**src/rtl/lifo_stack.sv**
```systemverilog
// LIFO stack with a registered top-of-stack, occupancy count, almost-full
// threshold, replace-top on push+pop, synchronous clear and sticky error flags.
module lifo_stack #(
  parameter  int DATA_W    = 8,
  parameter  int DEPTH     = 16,
  parameter  int AFULL_THR = 14,
  localparam int CW        = $clog2(DEPTH + 1)
) (
  input  logic              clk,
  input  logic              reset_n,
  input  logic              clear,
  input  logic              push,
  input  logic              pop,
  input  logic [DATA_W-1:0] datain,
  output logic [DATA_W-1:0] dataout,
  output logic              val,
  output logic              full,
  output logic              afull,
  output logic [CW-1:0]     count,
  output logic              ovf,
  output logic              udf
);

  // Entries below the top live in r_mem; DEPTH==2 still needs a 1-bit index.
  localparam int AW = (DEPTH > 2) ? $clog2(DEPTH - 1) : 1;

  logic [DATA_W-1:0] r_mem [DEPTH-1];
  logic [DATA_W-1:0] r_tos;
  logic [CW-1:0]     r_count;
  logic              r_ovf;
  logic              r_udf;

  logic              w_empty;
  logic              w_one;
  logic              w_full;
  logic              w_do_push;
  logic              w_do_rep;
  logic              w_do_pop;
  logic              w_set_ovf;
  logic              w_set_udf;
  logic              w_mem_we;
  logic [AW-1:0]     w_wr_idx;
  logic [AW-1:0]     w_rd_idx;
  logic [DATA_W-1:0] w_below;
  logic [DATA_W-1:0] w_tos_nxt;
  logic [CW-1:0]     w_count_nxt;

  assign w_empty = (r_count == '0);
  assign w_one   = (r_count == CW'(1));
  assign w_full  = (r_count == CW'(DEPTH));

  // Push+pop on an empty stack degenerates into a plain push (plus underflow).
  assign w_do_push = !clear && push && (!pop || w_empty) && !w_full;
  assign w_do_rep  = !clear && push && pop && !w_empty;
  assign w_do_pop  = !clear && pop && !push && !w_empty;
  assign w_set_ovf = !clear && push && !pop && w_full;
  assign w_set_udf = !clear && pop && w_empty;

  assign w_wr_idx = AW'(r_count - CW'(1));
  assign w_rd_idx = AW'(r_count - CW'(2));
  assign w_mem_we = w_do_push && !w_empty;
  assign w_below  = (w_empty || w_one) ? '0 : r_mem[w_rd_idx];

  always_comb begin
    w_tos_nxt   = r_tos;
    w_count_nxt = r_count;
    if (clear) begin
      w_tos_nxt   = '0;
      w_count_nxt = '0;
    end else if (w_do_rep) begin
      w_tos_nxt   = datain;
    end else if (w_do_push) begin
      w_tos_nxt   = datain;
      w_count_nxt = r_count + CW'(1);
    end else if (w_do_pop) begin
      w_tos_nxt   = w_below;
      w_count_nxt = r_count - CW'(1);
    end
  end

  always_ff @(posedge clk or negedge reset_n) begin
    if (!reset_n) begin
      r_tos   <= '0;
      r_count <= '0;
      r_ovf   <= 1'b0;
      r_udf   <= 1'b0;
    end else begin
      r_tos   <= w_tos_nxt;
      r_count <= w_count_nxt;
      if (clear) begin
        r_ovf <= 1'b0;
        r_udf <= 1'b0;
      end else begin
        if (w_set_ovf) r_ovf <= 1'b1;
        if (w_set_udf) r_udf <= 1'b1;
      end
    end
  end

  // Storage is deliberately not reset; count alone defines what is valid.
  always_ff @(posedge clk) begin
    if (w_mem_we) r_mem[w_wr_idx] <= r_tos;
  end

  assign dataout = r_tos;
  assign count   = r_count;
  assign val     = !w_empty;
  assign full    = w_full;
  assign afull   = (r_count >= CW'(AFULL_THR));
  assign ovf     = r_ovf;
  assign udf     = r_udf;

endmodule
```
**config.mk**
```make
export PLATFORM = sky130hd
export DESIGN_NAME = lifo_stack
export DESIGN_NICKNAME = d
export VERILOG_FILES = /design/src/rtl/lifo_stack.sv
export SDC_FILE = /design/constraint.sdc
export NUM_CORES = 1
export LEC_CHECK = 0
export CAP_MARGIN = 20
export CORE_MARGIN = 2
export CORE_UTILIZATION = 28
export DETAILED_ROUTE_END_ITERATION = 8
export SKIP_CTS_REPAIR_TIMING = 1
export SYNTH_ARGS = -nofsm -noshare
export SYNTH_HDL_FRONTEND = slang
export SYNTH_SLANG_ARGS = --single-unit
```
**constraint.sdc**
```tcl
create_clock -name clk -period 3.24 [get_ports clk]
set_input_delay 0.648 -clock clk [delete_from_list [all_inputs] [get_ports clk]]
set_output_delay 0.648 -clock clk [all_outputs]
set_load 0.03 [all_outputs]
```
Figure 1. Ports around the boundary (run 1).
The bar under the picture is 50 um long. Pins as bars across the die edge, other pins in gray.
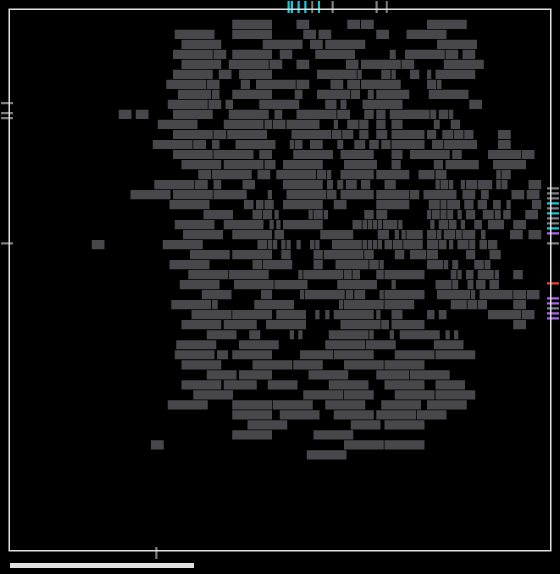
afull -> red  # pins 1, direction output, edge right
count -> purple  # pins 5, direction output, edge right
datain -> cyan  # pins 8, direction input, edge 5 top, 3 right
Vert. Die Dim: 146.7 um
die extent in x: 146.7 um

Figure 2. Clock routing (run 1).
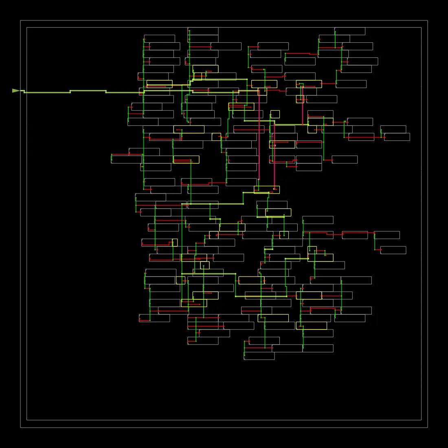
Num CTS Buffers: 17
clock skew: 0.009807 ns
Insertion Delay late pin: 0.42 ns
clk pwr: 1.96 mW
Clock Sinks: 135

==> Changelog: implementation, run 1 <==
### Changed

* RR Endpoint: dataout[1]$_DFFE_PN0P_
* Largest net degree at the start of global routing at 34
* Antenna Violating Nets Remaining at 0
* First-pass GRT wire length at 19530 um
* Area leader share at 63.20%
* Status: finished, final reports clean
* Port bufs at 30
* Root Buffer: clkbuf_16
* Ys async rst share at 11.11%
* Syn_area_per_cell at 15.75 um2
* Pwr/cell area at 830.0 mW/mm2
* Peak VDD IR at 332.3 uV
* Critical path class: reg2out
* Synth warn at 0
* Hold Path End: udf$_DFFE_PN0P_
* # nets final at 442
* Arrival time at the worst endpoint at 2.26 ns
* Tool warnings at 32
* Top cells, area: edfxtp_1, dfrtp_1, mux4_2, mux2i_1, nor2_1
* ANT cells at 0
* Crit path time final at 2.903 ns
* Type of the most critical hold path: reg2reg
* H-tree levels at 4
* CP max stage delay at 0.68 ns
* CP startpoint kind: register
* Cell taking the most area after synthesis: edfxtp_1
* Initial DRT Pass Iterations at 4
* Crit path max fanout at 13
* Row count at 52
* Synth unique cells at 43
* Static Leak at 2.386 nW
* CTS tree: yes
* Vias in the first global route at 3485
* Crit-path slowest cell: clkdlybuf4s50_1
* Data required, critical path at 2.59 ns
* Floorplan Nets at 383
* Area growth syn-to-layout at 23.96%
* Initial antenna violation count at 0
* Relative slew slack at 50.09%
* Reg2reg setup slack at 0.81 ns
* GP Congestion at 0.8198
Figure 3. Met1 routing (run 1).
The bar under the picture is 50 um long.
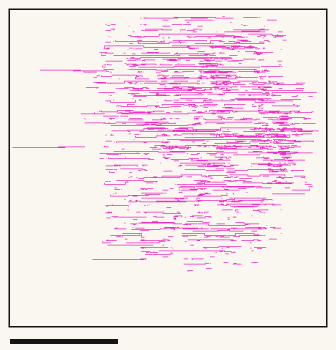
wire length on this layer = 5650 um
nets with wire on the layer = 407
share of all routed wire = 45%
longest straight run = 43.7 um
main direction = horizontal
Total Wirelength: 12610 um
via count: 3337
met1 Use GR: 15.58%

Figure 4. Layout detail (run 1).
The bar under the picture is 20 um long. Region (48, 78) to (98, 128) um. Cells in gray, sequential cells in the stronger gray; small squares are vias.
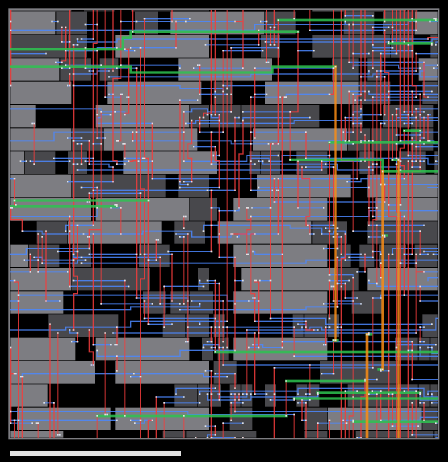
met2 -> red
met4 -> orange
met1 -> blue
met3 -> green
sequential cells in the window = 35
netlist names of flops here include = r_mem (32), dataout (3)
cells with their middle in the window = 121
most frequent = edfxtp_1 (32), nor2_1 (18), mux2i_1 (15)

run 1: metrics by stage:
step	instance area, um2	setup slack (ns)	hold slack [ns]	power [mW]	utilization, %
floorplan	5702	0.05665	0.3524	3.375	-
global placement	6454	0.7272	0.4973	3.923	32.10
detailed placement	6454	0.7158	0.4958	3.939	32.10
CTS	7068	0.3082	0.5104	5.914	35.16
global route	7068	0.1775	0.5441	6.142	35.16
finish	7068	0.3367	0.5006	5.867	35.16
run 1: worst max path at each step:
stage                         startpoint                     end  slack, ns  cells after the start
floorplan           count[1]$_DFFE_PN0P_  r_mem[10][0]$_DFFE_PP_       0.06                      9
global placement                   clear  dataout[1]$_DFFE_PN0P_       0.73                      7
detailed placement                   pop  dataout[1]$_DFFE_PN0P_       0.72                      5
CTS                 count[0]$_DFFE_PN0P_                    full       0.31                      5
global route        count[0]$_DFFE_PN0P_                     val       0.18                      6
finish              count[0]$_DFFE_PN0P_                    full       0.34                      5
run 1: flip-flops by register name, summed over array words and instances (netlist names):
name / cells
ovf: 1
dataout: 8
r_mem: 120
count: 5
udf: 1
run 1: final cells by class:
cell class	count	area, um2
clock inverters	15	188.9
multi-input cells	202	1602
clock buffers	17	425.4
well taps	270	337.8
fillers	1861	13040
repair buffers	59	513.0
inverters	6	22.52
flip-flops and latches	135	3979
run 1: metal layers:
layer / GRT usage, % / up-vias / routed length (um)
li1: - / 1530 / -
met1: 15.58 / 1676 / 5647
met2: 19.34 / 114 / 5993
met3: 3.820 / 17 / 661
met4: 5.000 / 0 / 312
met5: 0 / - / 0
run 1: critical path: cells and delay by family (launching register included):
kind	cells	cell delay, ns
fa+ha+maj	1	0.26
buf+inv	3	0.90
flops	1	0.37
simple gates	1	0.30
run 1: cell usage in the layout (no fill, tap or decap), types with 2 or more instances in the layout:
cell type,netlist,layout
dfrtp_1,15,15
a21oi_1,7,7
and2_0,8,8
nor2_1,30,30
mux2i_1,25,25
xnor2_1,4,4
buf_4,2,31
o21ai_0,9,9
edfxtp_1,120,120
nand2_1,28,28
clkinvlp_4,0,2
clkinv_4,0,2
nor3_1,2,2
ha_1,8,7
clkdlybuf4s50_1,0,28
clkbuf_16,0,17
mux4_2,16,16
a31oi_1,2,2
bufinv_16,0,3
nand2b_1,3,3
nand3_1,2,2
inv_6,0,7
o22ai_1,9,9
a22oi_1,10,10
o221ai_1,8,8
a211oi_1,11,11
or2_2,2,2
inv_1,6,6
run 1: where the power goes:
group | total, mW | leakage, nW | switching [mW] | internal (mW)
clock | 1.96 | 0.296 | 0.738 | 1.23
sequential | 2.14 | 1.30 | 0.0789 | 2.06
combinational | 1.76 | 0.791 | 1.07 | 0.691
run 1: kinds of logic after synthesis:
family	share of synthesized area, %
DFF	69.78
adders and majority gates	1.756
buffers and inverters	2.172
xor gates and xnor gates	0.7680
muxes	11.10
and+or+nand+nor	6.737
AOI/OAI and AO/OA	7.680
--- run 2 (diff from run 1) ---
--- a/config.mk
+++ b/config.mk
@@ -8,7 +8,9 @@
 export CAP_MARGIN = 20
 export CORE_MARGIN = 2
 export CORE_UTILIZATION = 28
+export CTS_BUF_LIST = sky130_fd_sc_hd__clkbuf_8
 export DETAILED_ROUTE_END_ITERATION = 8
+export PLACE_DENSITY = 0.54
 export SKIP_CTS_REPAIR_TIMING = 1
 export SYNTH_ARGS = -nofsm -noshare
 export SYNTH_HDL_FRONTEND = slang
==> run 2 against run 1 <==
Non-clock buffer count grew 3. Clock skew is essentially flat. Hold slack gained 0.0051 ns. Power shrank 12%. Largest power group unchanged. Sequential share of layout area grew 2.0 points. Critical path depth shrank 1. Die area is the same.
==> Changelog: implementation, run 2 <==
### Changed

* Crit path time final at 2.946 ns
* M2 GR Usage at 19.20%
* Vias in the first global route at 3387
* H-tree levels at 4
* Clock skew at 0.01005 ns
* # nets final at 445
* Hold Slack at 0.5058 ns
* Num CTS Buffers at 17
* Type of the most critical hold path: reg2reg
* Most frequent logic cells in the routed design: edfxtp_1, buf_4, nor2_1
* Clock power share at 22.8%
* Insertion Delay late pin at 0.44 ns
* Ao+oa area frac at 7.680%
* Most instantiated logic cell after routing: edfxtp_1
* Net Switching at 1.804 mW
* Sw Share at 34.95%
* CP startpoint kind: register
* Data required, critical path at 2.59 ns
* First-pass GRT wire length at 20570 um
* Floorplan Nets at 383
* Relative slew slack at 50.14%
* Via count at 3349
* CTS tree: yes
* Area growth syn-to-layout at 19.73%
* Status: finished, final reports clean
* Placed cell areas at 0.006489 mm2
* Most used routing layer in global routing: met2
* Area leader share at 63.20%
* Mux area share at 11.10%
* Logic pwr share at 36.3%
* Row count at 52
## run 2: cell counts after synthesis
Identical to the previous run, type by type.
## run 2: final cells by class
type / instances / area (um2)
timing repair buffer: 62 / 548.0
clock buffer: 20 / 275.3
multi-input combinational: 202 / 1602
fill: 1938 / 13280
inverter: 6 / 22.52
tap: 270 / 337.8
sequential: 135 / 3979
clock inverter: 12 / 62.56
## run 2: cell families after synthesis
family | count (synthesis)
buf+inv | 25
compound gates | 63
flops | 135
fa+ha+maj | 8
mux | 43
simple gates | 83
xor+xnor | 5
## run 2: metrics by stage
step	worst slack (ns)	utilization, %	power, mW
after floorplan	0.05665	-	3.375
after global placement	0.6788	32.28	4.022
after detailed placement	0.6374	32.28	4.041
after CTS	0.2625	33.96	5.220
after global routing	0.1912	33.96	5.441
final	0.2940	33.96	5.162
## run 2: path summary, 6_finish.rpt
path | slack [ns] | cells after the start | endpoint | start
max | 0.29 | 4 | full | count[1]$_DFFE_PN0P_
min | 0.51 | 2 | udf$_DFFE_PN0P_ | udf$_DFFE_PN0P_
max reg2reg | 0.83 | 6 | dataout[4]$_DFFE_PN0P_ | count[1]$_DFFE_PN0P_
min reg2reg | 0.51 | 2 | udf$_DFFE_PN0P_ | udf$_DFFE_PN0P_
max in group asynchronous | 2.11 | 1 | dataout[1]$_DFFE_PN0P_ | reset_n
min in group asynchronous | 0.65 | 1 | count[1]$_DFFE_PN0P_ | reset_n
## run 2: power groups by stage
stage	Clock, mW	Sequential (mW)	Combinational (mW)
detailed placement	0	2.15	1.89
global placement	0	2.15	1.87
CTS	1.21	2.11	1.90
finish	1.18	2.11	1.87
global route	1.29	2.12	2.03
floorplan	0	2.28	1.10
## run 2: critical path: stages, from the launching register on
cell	delay [ns]
dfrtp_1	0.38
inv_1	0.17
ha_1	0.32
and4bb_2	0.31
clkdlybuf4s50_1	0.68
## run 2: routing by layer
metal / routed length, um / part of all wire (%)
met1: 6355 / 48
met2: 5966 / 45
met3: 689 / 5.2
met5: 0 / 0
met4: 272 / 2.0
Figure 5. Layout detail (run 2).
The bar under the picture is 20 um long. Region (48, 78) to (98, 128) um. Cells in gray, sequential cells in the stronger gray; small squares are vias.
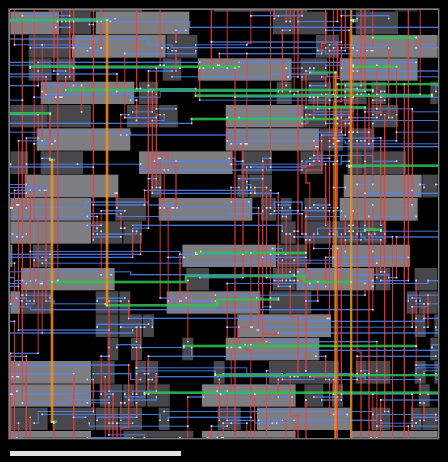
met3 -> green
met1 -> blue
met2 -> red
met4 -> orange
netlist names of flops here include = r_mem (22), dataout (6)
cells with their middle in the window = 117
sequential cells in the window = 28
most frequent = edfxtp_1 (22), buf_4 (17), nor2_1 (16)

Figure 6. Sequential cells colored by netlist name (run 2).
The bar under the picture is 50 um long.
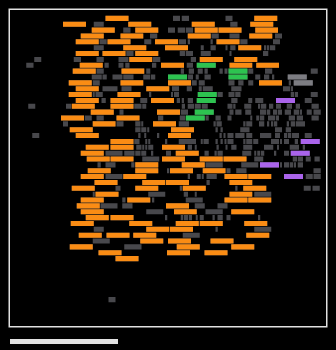
r_mem -> orange  # flops 120
count -> purple  # flops 5, where right middle
dataout -> green  # flops 8
flop share of the area: 58.28%
final core occ: 33.96%

Power is estimated from default activity; no workload was simulated.
